==> config.mk <==
export PLATFORM = sky130hd
export DESIGN_NAME = fb_draw_arbiter
export DESIGN_NICKNAME = d
export VERILOG_FILES = /design/src/rtl/fb_draw_arbiter.sv
export SDC_FILE = /design/constraint.sdc
export NUM_CORES = 1
export LEC_CHECK = 0
export ABC_AREA = 1
export CAP_MARGIN = 20
export CORE_MARGIN = 3
export CORE_UTILIZATION = 48
export CTS_BUF_LIST = sky130_fd_sc_hd__clkbuf_8 sky130_fd_sc_hd__clkbuf_16
export CTS_CLUSTER_DIAMETER = 60
export CTS_CLUSTER_SIZE = 12
export DETAILED_ROUTE_END_ITERATION = 16
export PLACE_DENSITY = 0.9
export REMOVE_ABC_BUFFERS = 1
export SYNTH_ARGS = -nofsm -noshare
export SYNTH_HDL_FRONTEND = slang
export SYNTH_SLANG_ARGS = --single-unit
==> constraint.sdc <==
create_clock -name clk -period 5.16 [get_ports clk]
set_clock_uncertainty 0.05 [all_clocks]
set_input_delay 0.516 -clock clk [delete_from_list [all_inputs] [get_ports clk]]
set_output_delay 0.516 -clock clk [all_outputs]
set_load 0.01 [all_outputs]
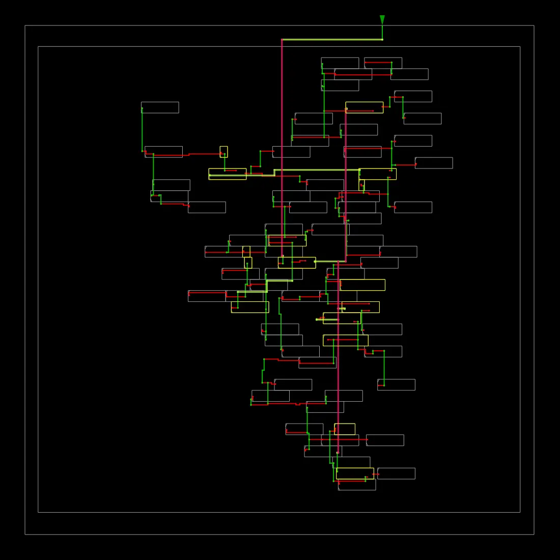
(run_1/clock_nets.png)
clock buf count: 10
total CTS buffers: 9
clock sinks: 60

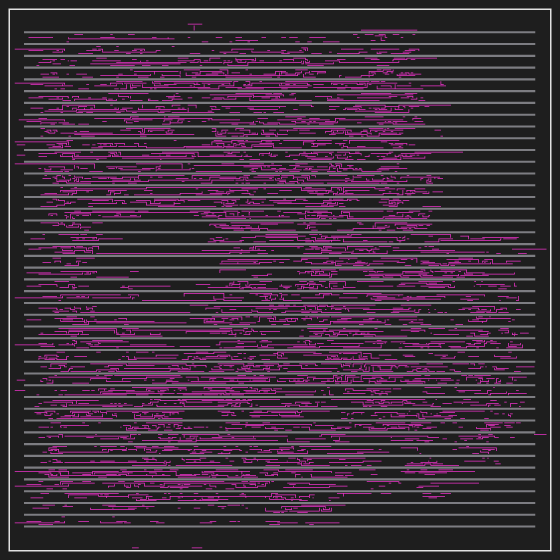
(run_1/m1.png)
Supply wires on this layer in gray.
The layer carries 8470 um of wire. The longest straight run is 35.9 um. The layer holds 39% of the routed length.
Post-Route WL: 21500 um
via count: 7640
met1 Usage GRT: 0.340

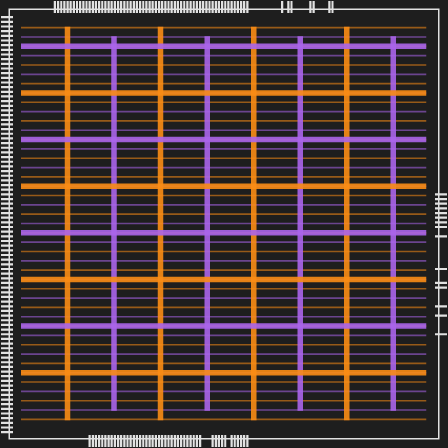
(run_1/floorplan.png)
Pins as bars on the die edge.
Key: purple = VDD; orange = VSS
8 straps on met4. The core has 42 rows. 43 met1 rails follow the rows. 8 straps on met5.
core area: 13500 um2
die extent in y: 125 um
die width: 125 um

==> Slide: Implementation Results, run 1 <==
Synthesis and Place & Route Summary

Run status
  – Status: complete, no violations

Final layout
  – Fill count: 1083
  – Clk cell area share: 0.0342
  – Invs w/o clock: 131
  – Signal buffers share of area: 0.246
  – MI comb cells: 801
  – Num sequential: 60
  – Area growth from synthesis to layout: 37.0%
  – Design Area, Final: 9280 um2
  – Sequential share of cell area: 0.162
  – Dominant class by area: multi-input combinational cells

Routing
  – Detailed Routing Iterations Pass 1: 5
  – Top Metal Used: met4
  – DR WL met3: 1850 um
  – DRT iter0 DRCs: 536
  – Number of routed nets with antenna violations: 0
  – Routed met2 length: 10600 um
  – Drt drc: 0

Synthesis
  – Yosys stat cell total: 1049
  – Multiplexer share: 0
  – AO/OA Area Share: 0.125
  – Top comb family, area: simple AND/OR/NAND/NOR gates
  – Asr flop ratio synth: 1.00
  – Cells after Synth: 1049
  – Post-Synth Adder-Cell Area: 0.132
  – Cell Type Count: 43
  – XOR Share, Synth: 0.0517

Clock network
  – Postcts setup bufs: 0
  – CTS H-tree depth: 3
  – Worst skew pair latency: 330 ps
  – CTS tree: yes
  – Post_cts resized: 0
  – Clk pin slew, worst setup/hold paths: 50 ps

Critical path
  – Worst EP arrival: 4310 ps
  – Most frequent CP cell: ha_1
  – Crit-path cells: ha_1 > ha_1 > inv_1 > fa_1 > inv_1 > ha_1 > nand2_1 > o21ai_1 > a21oi_1 > o21ai_1 > xnor2_1 > or3_1 > nor2_1 > nand2_1 > xor2_1 > clkdlybuf4s50_1
  – Startpoint types: register
  – Worst-case reg-to-reg path depth: 28
  – Slowest cell on crit path: clkdlybuf4s50_1
  – CP Class: register to output port
  – Worst Path Max Fanout: 5
  – Critical path buffer and inverter count: 3
  – CP delay by family, top: adder cells

Place
  – Final GP Congestion: 0.916
  – DP Area: 8950 um2
  – Pre-CTS WS: 504 ps
  – Buffers on Ports: 220
  – DP Cell Count: 1396
  – DP Wirelength: 16600 um

Final timing
  – Tmin final: 4880 ps
  – RSZ-0062 raised after global routing: no
  – Slew Viols, Final: 0
  – Setup_tns: 0 ps
  – Final period utilization: 0.945
  – Final Hold Violation Tally: 0

Global route
  – GR Util met2: 0.465
  – Total grt overflow: 0
  – First-pass GRT wire length: 35100 um
  – Number of global-route vias before repair: 7397
  – Initial antenna violation count: 0
  – Largest net degree at the start of global routing: 88

Floorplanning
  – Num rows: 42
  – Chip footprint: 15600 um2
  – Fp util: 0.502

Worst hold path
  – Hold depth: 2

Run
  – OpenROAD warnings: 28
  – Max-Cap Viols: 0
==> run 1: worst register-to-register path, delay by kind of cell, from the launching register on <==
| kind | cells | cell delay, ps |
|---|---|---|
| buf+inv | 6 | 890 |
| fa+ha+maj | 1 | 210 |
| flops | 1 | 540 |
| compound gates | 7 | 930 |
| simple gates | 14 | 1650 |
==> run 1: synthesized netlist by cell type (14+ instances only) <==
cell,n,share of area
a21oi_1,33,0.024
nand2_1,309,0.17
inv_1,122,0.068
buf_4,18,0.020
nand3b_1,16,0.018
o21ai_0,82,0.061
buf_2,21,0.016
nand3_1,111,0.082
xor2_1,29,0.037
dfrtp_1,60,0.22
nor2_1,65,0.036
clkbuf_1,14,0.0078
ha_1,62,0.11
==> run 1: cell usage in the layout, fill, tap and decap left out, types with 3 or more instances in the layout <==
cell type and instances:
a21oi_1 32, a31oi_1 6, buf_4 6, clkbuf_16 9, clkdlybuf4s50_1 220, clkinv_2 3, dfrtp_1 59, fa_1 6
ha_1 62, inv_1 122, inv_2 7, nand2_1 309, nand2_4 3, nand3_1 111, nand3b_1 16, nand4_1 6
nor2_1 64, nor3_1 7, nor4_1 6, o2111ai_1 3, o21a_1 3, o21ai_0 80, o21ai_1 5, o21bai_1 3
o22ai_1 8, or2_2 10, xnor2_1 11, xor2_1 29
==> run 1: metrics by stage <==
step	hold WS [ps]	utilization
2_1_floorplan	394	-
3_3_place_gp	414	0.663
3_5_place_dp	422	0.663
4_1_cts	435	0.686
5_1_grt	472	0.687
6_report	434	0.687
--- run 2 (diff from run 1) ---
Settings changed: CORE_MARGIN 3 to unset.
Clock period 5.16 ns to 4.5 ns, I/O delays scaled along.
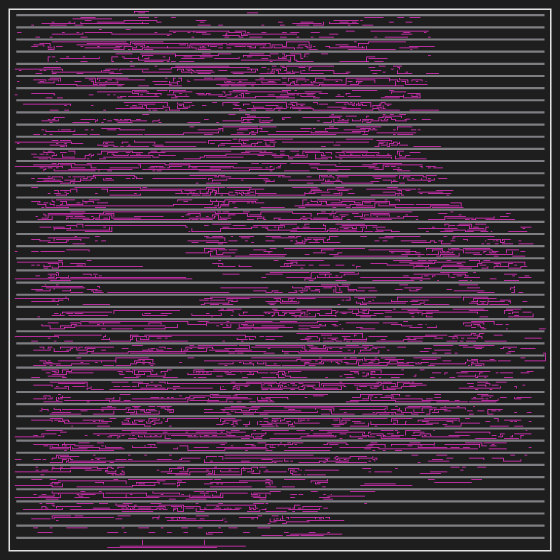
(run_2/m1.png)
Supply wires on this layer in gray.
via count: 7685
met1 Usage GRT: 0.352
Post-Route WL: 21000 um

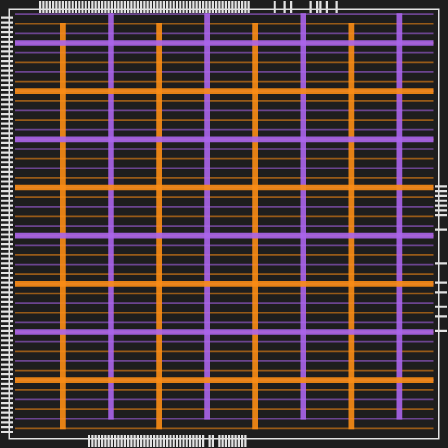
(run_2/floorplan.png)
Pins as bars on the die edge.
Key: purple = VDD; orange = VSS
44 met1 rails follow the rows. 8 straps on met4. 221 signal pins sit on the boundary.
die width: 121 um
die extent in y: 121 um

==> Slide: Implementation Results, run 2 <==
Synthesis and Place & Route Summary

Synthesis
  – Synth Area per Inst: 6.46 um2 (unchanged)
  – Synth area leader: dfrtp_1 (unchanged)
  – Yosys synthesis chip area: 6780 um2 (unchanged)
  – Asr flop ratio synth: 1.00 (unchanged)
  – Cell Type Count: 43 (unchanged)
  – Yosys stat cell total: 1049 (unchanged)
  – Cells after Synth: 1049 (unchanged)
  – Main area contributors: dfrtp_1 (22%), nand2_1 (17%), ha_1 (11%) (unchanged)
  – Area leader share: 0.221 (unchanged)
  – Yosys top cell by instances: nand2_1 (unchanged)
  – Number of synthesized register bits: 60 (unchanged)
  – Synth cell count leaders: nand2_1 (309), inv_1 (122), nand3_1 (111) (unchanged)

Clock network
  – CTS tree: yes (unchanged)
  – Clk pin slew, worst setup/hold paths: 50 ps (about the same)
  – CTS H-tree depth: 3 (unchanged)
  – Worst skew pair latency: 330 ps (about the same)
  – Total CTS buffers: 9 (unchanged)
  – Longest Clk Path Bufs: 2 (unchanged)
  – Clock sinks: 60 (unchanged)

Place
  – Final GP Congestion: 0.928 (was 0.916)
  – Buffers on Ports: 220 (unchanged)
  – DP Wirelength: 16300 um (was 16600 um)

Critical path
  – Worst EP arrival: 3910 ps (was 4310 ps)
  – Most frequent CP cell: inv_1 (was ha_1)
  – Slowest cell on crit path: fa_1 (was clkdlybuf4s50_1)
  – CP Class: register to output port (unchanged)
  – Setup slack, reg-to-reg: 360 ps (was 790 ps)
  – Worst Path Max Fanout: 4 (was 5)
  – Crit-path cells: ha_1 > ha_1 > inv_1 > fa_1 > inv_1 > ha_4 > inv_1 > o31ai_2 > or2_4 > nand2_1 > inv_2 > nand3_2 > or3_4 > buf_4 > xor2_1 > dlygate4sd2_1 (was ha_1 > ha_1 > inv_1 > fa_1 > inv_1 > ha_1 > nand2_1 > o21ai_1 > a21oi_1 > o21ai_1 > xnor2_1 > or3_1 > nor2_1 > nand2_1 > xor2_1 > clkdlybuf4s50_1)
  – Startpoint types: register (unchanged)
  – Worst-case reg-to-reg path depth: 28 (unchanged)

Floorplanning
  – Chip footprint: 14600 um2 (was 15600 um2)
  – Num rows: 43 (was 42)
  – Fp util: 0.490 (was 0.502)
  – Core area: 13800 um2 (was 13500 um2)

Final layout
  – Area growth from synthesis to layout: 40.2% (was 37.0%)
  – Most frequent cells in the layout: nand2_1 (309), clkdlybuf4s50_1 (216), inv_1 (122) (was nand2_1 (309), clkdlybuf4s50_1 (220), inv_1 (122))
  – Clock buf count: 9 (was 10)
  – Fin nets: 1494 (was 1478)
  – Dominant logic cell type in the layout: nand2_1 (unchanged)
  – MI comb cells: 801 (unchanged)
  – Dominant class by area: multi-input combinational cells (unchanged)
  – Num sequential: 60 (unchanged)
  – Fill count: 1102 (was 1083)
  – Signal buffers share of area: 0.252 (was 0.246)
  – Invs w/o clock: 131 (unchanged)
  – Clk cell area share: 0.0350 (was 0.0342)

Routing
  – Detailed Routing Iterations Pass 1: 5 (unchanged)
  – Number of routed nets with antenna violations: 0 (unchanged)
  – DRT iter0 DRCs: 558 (was 536)
  – Drt drc: 0 (unchanged)

Global route
  – Number of global-route vias before repair: 7209 (was 7397)
  – Initial antenna violation count: 0 (unchanged)
  – Total grt overflow: 0 (unchanged)
  – Largest net degree at the start of global routing: 52 (was 88)
  – First-pass GRT wire length: 33400 um (was 35100 um)

Run status
  – Status: complete, no violations (unchanged)

Final timing
  – Setup_tns: 0 ps (unchanged)
  – Relative slew slack: 0.539 (was 0.303)
  – Slew Viols, Final: 0 (unchanged)
  – Tmin final: 4410 ps
  – Final period utilization: 0.981
  – Worst hold slack: 445 ps (was 434 ps)
  – Final Hold Violation Tally: 0 (unchanged)

Worst hold path
  – Hold depth: 2 (unchanged)

Run
  – OpenROAD warnings: 28 (unchanged)
  – Max-Cap Viols: 0 (unchanged)
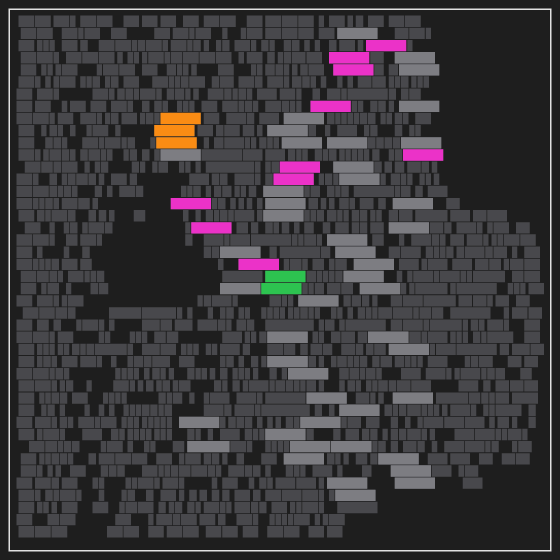
(run_2/ff_map.png)
Other sequential cells in the stronger gray, the rest of the logic in the fainter gray.
Key: magenta = x1_reg [sequential cells 10]; green = state_reg [sequential cells 2]; orange = color_reg [sequential cells 3]
Another 45 sequential cells are not colored.
register area: 1500 um2
sequential share of cell area: 0.158
Post-Route Utilization: 0.687

run 2: cell types whose count changed in the layout (fill, tap and decap cells not counted), moves of 3 or more:
cell | before | now
clkdlybuf4s50_1 | 220 | 216
ha_1 | 62 | 59
ha_4 | 0 | 3
buf_4 | 6 | 21
run 2: worst max-delay path: cells and delay by family (launching register included):
family          cells  cell delay (ps)
buf+inv             6              680
compound gates      1              250
flops               1              420
simple gates        4              730
xor+xnor            1              130
fa+ha+maj           4             1370
run 2: per-layer routing:
metal	share of wire	global-route usage	up-vias	wire (um)
li1	-	-	3786	-
met1	0.41	0.352	3501	8630
met2	0.50	0.501	342	10400
met3	0.065	0.0410	56	1350
met4	0.027	0.112	0	572
met5	0	0	-	0
run 2: per-stage QoR:
step	setup slack, ps	cells	instance area, um2
2_1_floorplan	329	992	6440
3_3_place_gp	82.4	1412	9050
3_5_place_dp	-87.6	1412	9050
6_report	87.7	1432	9500
4_1_cts	14.0	1430	9430
5_1_grt	-67.8	1432	9500
run 2: repair_timing:
item                       in CTS  in global routing
resized                        12                 18
setup buffers                   2                  2
pin swaps                       1                  7
setup endpoints to repair       4                  6
hold buffers                    0                  0
run 2: logic make-up after synthesis:
family	after synthesis	share of synthesized area
buf+inv	188	0.123
flops	60	0.221
compound gates	152	0.125
fa+ha+maj	68	0.132
xor+xnor	40	0.0517
simple gates	541	0.347
